==> config.mk <==
export PLATFORM = sky130hd
export DESIGN_NAME = keccak_squeeze_ser
export DESIGN_NICKNAME = d
export VERILOG_FILES = /design/src/rtl/keccak_pkg.sv /design/src/rtl/keccak_lane_mux.sv /design/src/rtl/keccak_squeeze_ser.sv
export SDC_FILE = /design/constraint.sdc
export NUM_CORES = 2
export LEC_CHECK = 0
export ABC_AREA = 1
export CAP_MARGIN = 20
export CELL_PAD_IN_SITES_DETAIL_PLACEMENT = 1
export CELL_PAD_IN_SITES_GLOBAL_PLACEMENT = 1
export CORE_AREA = 2 2 665 667
export CTS_BUF_LIST = sky130_fd_sc_hd__clkbuf_2 sky130_fd_sc_hd__clkbuf_4 sky130_fd_sc_hd__clkbuf_8
export DETAILED_ROUTE_END_ITERATION = 6
export DIE_AREA = 0 0 667 669
export PLACE_DENSITY = 0.44
export SYNTH_ARGS = -nofsm -noshare
export SYNTH_HDL_FRONTEND = slang
export SYNTH_SLANG_ARGS = --single-unit
==> constraint.sdc <==
create_clock -name clk -period 4.53 [get_ports clk]
set_input_delay 0.906 -clock clk [delete_from_list [all_inputs] [get_ports clk]]
set_output_delay 0.906 -clock clk [all_outputs]
set_load 0.02 [all_outputs]
### PDN straps and rails

Pins as bars on the die edge.
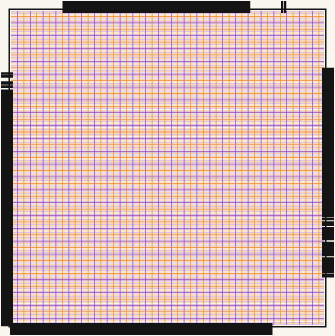
VSS -> purple
VDD -> orange
met1 rails = 245
met5 straps = 48
met4 straps = 48
signal pins = 1690
Worst IR Drop VDD: 0.342 mV
Chip Height: 669 um

### Signal wires by layer

Two of the layers only.
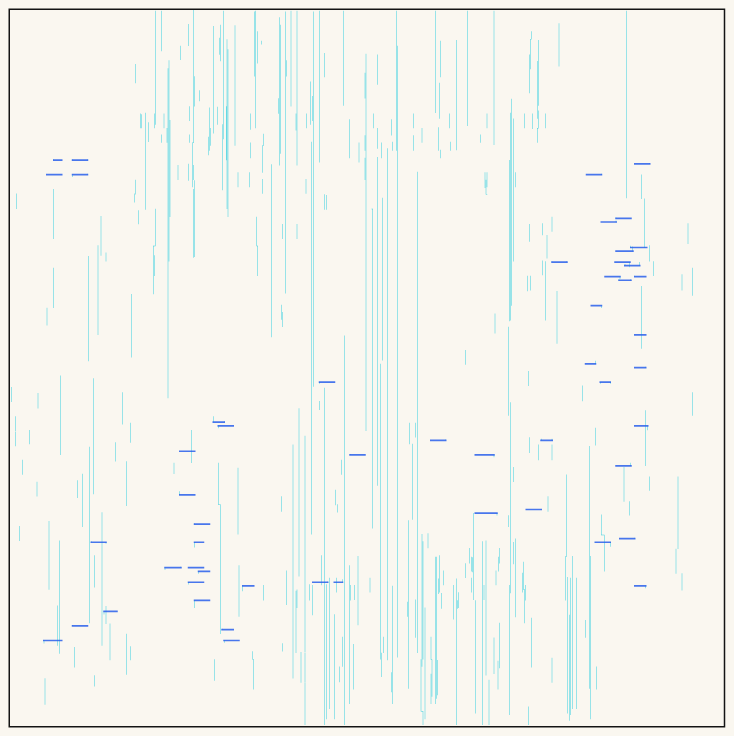
met5 -> blue  # wire length 676 um
met4 -> cyan  # wire length 19200 um
wire length per cell: 29.2 um
All-Layer GR Usage: 0.199
Via Count: 65200
routed wire length: 462 mm

### Clock distribution

Scale bar: 200 um.
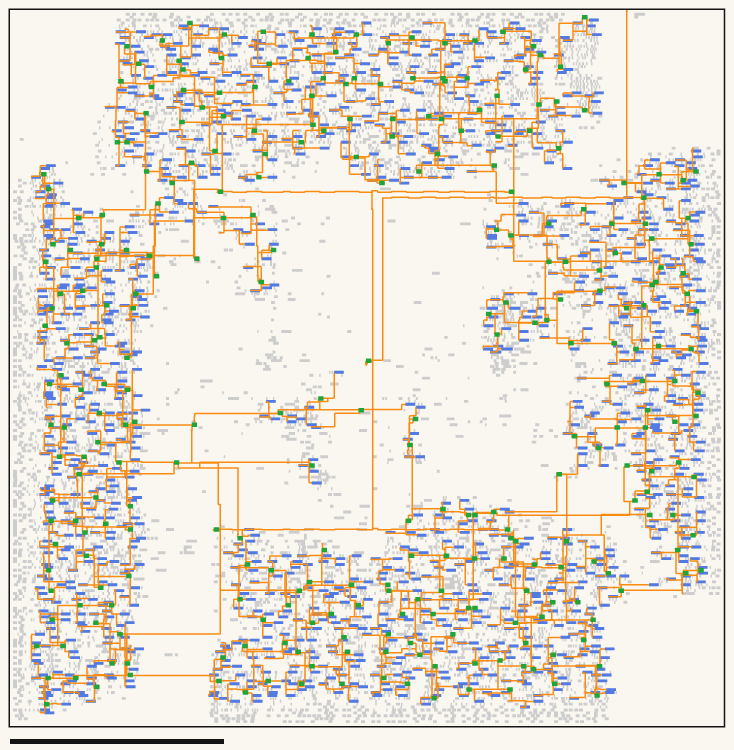
cells driving clock nets -> green  # count 299
flip-flops -> blue  # count 1368
clock wires -> orange  # length 29.2 mm
routed clock nets = 300
flops lie = all over the die
Skew-Pair Late Insertion Delay: 1080 ps
clk pwr: 0.0150 W

### The clock network

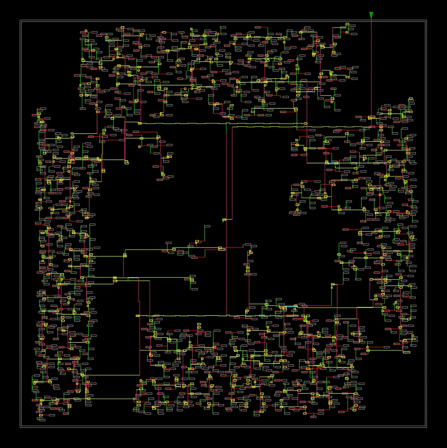
clk_buf instances: 480
TritonCTS buffer count: 299
flop count: 1368
Setup Skew: 89.3 ps

### Placed cells, one color a class

Scale bar: 200 um.
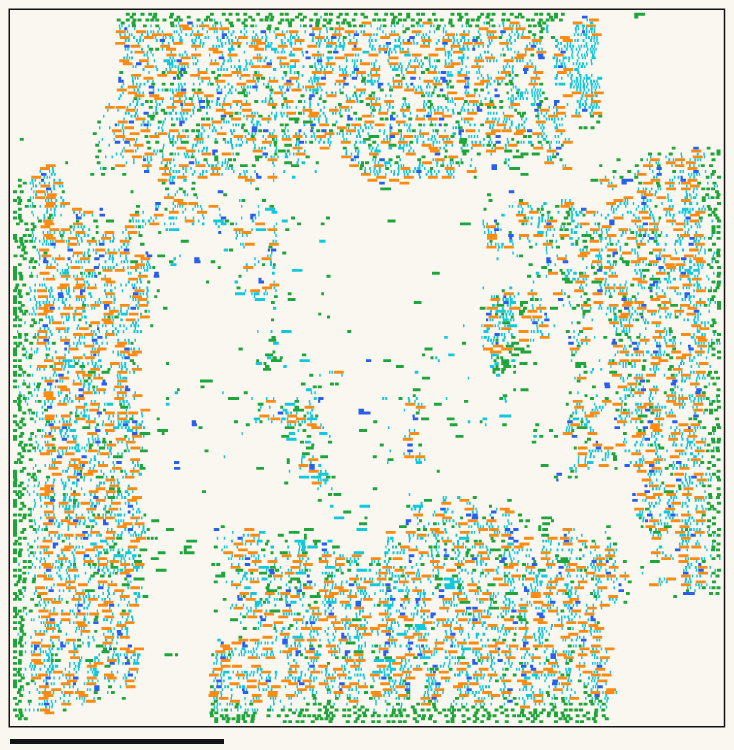
flops -> orange  # cells 1368, share of their area 38%
clock drivers and dummy loads -> blue  # cells 522, share of their area 7.0%
other buffers and delay cells -> green  # cells 1962, share of their area 23%
all other logic -> cyan  # cells 6095, share of their area 32%
Core Util, Final: 0.223
row count: 244

==> CHANGELOG.md <==
### Changed

* Status: finished, violations left
* Failing checks: setup timing
* Stages on the worst setup path at 10
* Worst-case clock buffer depth at 4
* YS chip area at 63100 um2
* Max reg flops at 1344
* Die area at 446000 um2
* Clock-pin transition on the worst setup and hold timing paths at 60 ps
* Largest net degree at the start of global routing at 202
* Final setup viols at 47
* Design Power at 0.0718 W
* Pwr dens at 731 nW/um2
* PnR worst setup slack at -356 ps
* Cell area after synthesis at 63100 um2
* Placed Instance Area at 86800 um2
* M1 GR Usage at 0.263
* Mean post-synth cell area at 7.86 um2
* Met2 usage at 0.310
* Syn Inst Count at 8024
* Crit path max-delay family: buffers and inverters
* Top cells, area: dfrtp_1 (54%), nand2_1 (18%), o21ai_0 (9.6%)
* Detail Route Antenna Nets at 0
* LEAKAGE at 43.2 nW
## power by group
| part | internal, W | leakage (nW) | total [W] | switching, W |
|---|---|---|---|---|
| Clock | 0.00843 | 3.37 | 0.0150 | 0.00661 |
| Sequential | 0.0180 | 17.0 | 0.0207 | 0.00273 |
| Combinational | 0.0124 | 22.8 | 0.0360 | 0.0237 |
| Total | 0.0388 | 43.2 | 0.0718 | 0.0330 |
## layout make-up
class | count | area [um2] | share of cell area
timing repair inverter | 2 | 17.5 | 0.000178
tap | 5781 | 7230 | 0.0737
sequential | 1368 | 34200 | 0.349
antenna | 107 | 268 | 0.00273
clock buffer | 480 | 5910 | 0.0601
inverter | 680 | 2620 | 0.0267
timing repair buffer | 1962 | 21100 | 0.214
clock inverter | 42 | 433 | 0.00441
multi-input combinational | 5413 | 26400 | 0.269
## cell usage after synthesis
library cell,number
a21oi_1,836
a21oi_2,1
a22oi_1,8
a31oi_1,4
and2_1,2
buf_1,23
buf_2,234
buf_4,11
buf_6,2
clkbuf_1,293
dfrtp_1,1368
ha_1,3
inv_1,669
inv_2,11
nand2_1,2963
nand2_2,4
nand3_1,49
nand3_2,2
nand4_1,40
nor2_1,99
nor2_2,8
nor2_4,4
nor3_1,1
nor4_1,4
o2111ai_1,17
o211ai_1,49
o21ai_0,1208
o21ai_1,42
o221ai_1,53
o22ai_1,3
o311ai_1,9
xnor2_1,1
xor2_1,3
## worst register-to-register path, delay by kind of cell, from the launching register on
family          cells  cell delay, ps
simple gates        4            1020
fa+ha+maj           1             270
flops               1             470
compound gates      1             200
buf+inv             7            1000
## routing by layer
metal / vias up / routed length, um / share of wire
met1: 32800 / 205000 / 0.44
met4: 106 / 19200 / 0.042
met2: 2203 / 206000 / 0.45
li1: 29300 / - / -
met5: - / 676 / 0.0015
met3: 804 / 30700 / 0.066
## cell families after synthesis
| family | after synthesis | share of synthesized area |
|---|---|---|
| compound gates | 2230 | 0.184 |
| simple gates | 3176 | 0.193 |
| fa+ha+maj | 3 | 0.000595 |
| flops | 1368 | 0.542 |
| buf+inv | 1243 | 0.0795 |
| xor+xnor | 4 | 0.000555 |
## layout by cell type (no fill, tap or decap), types with 14 or more instances in the layout
cell type	netlist	layout
clkbuf_16	0	14
clkbuf_8	0	368
inv_1	669	668
clkbuf_4	0	113
o211ai_1	49	49
nor2_1	99	98
clkdlybuf4s50_1	0	1367
o21ai_1	42	112
dfrtp_1	1368	1363
buf_6	2	110
a21oi_1	836	687
a21oi_4	0	51
o221ai_4	0	35
a21oi_2	1	99
buf_12	0	110
buf_4	11	299
o21ai_2	0	55
nand2_1	2963	2934
buf_8	0	25
nand3_1	49	32
clkinv_2	0	14
diode_2	0	107
nand2_2	4	19
o21ai_0	1208	1075
buf_16	0	30
nand4_1	40	40
## what timing repair did
action | in CTS | in global routing
setup buffers | 57 | 51
cloned | 19 | 14
gates resized | 750 | 278
hold endpoints to repair | 46 | 0
endpoints found under the setup margin | 65 | 65
pin swaps | 88 | 100
hold buffers | 1 | 0
Power and IR drop assume default switching activity.
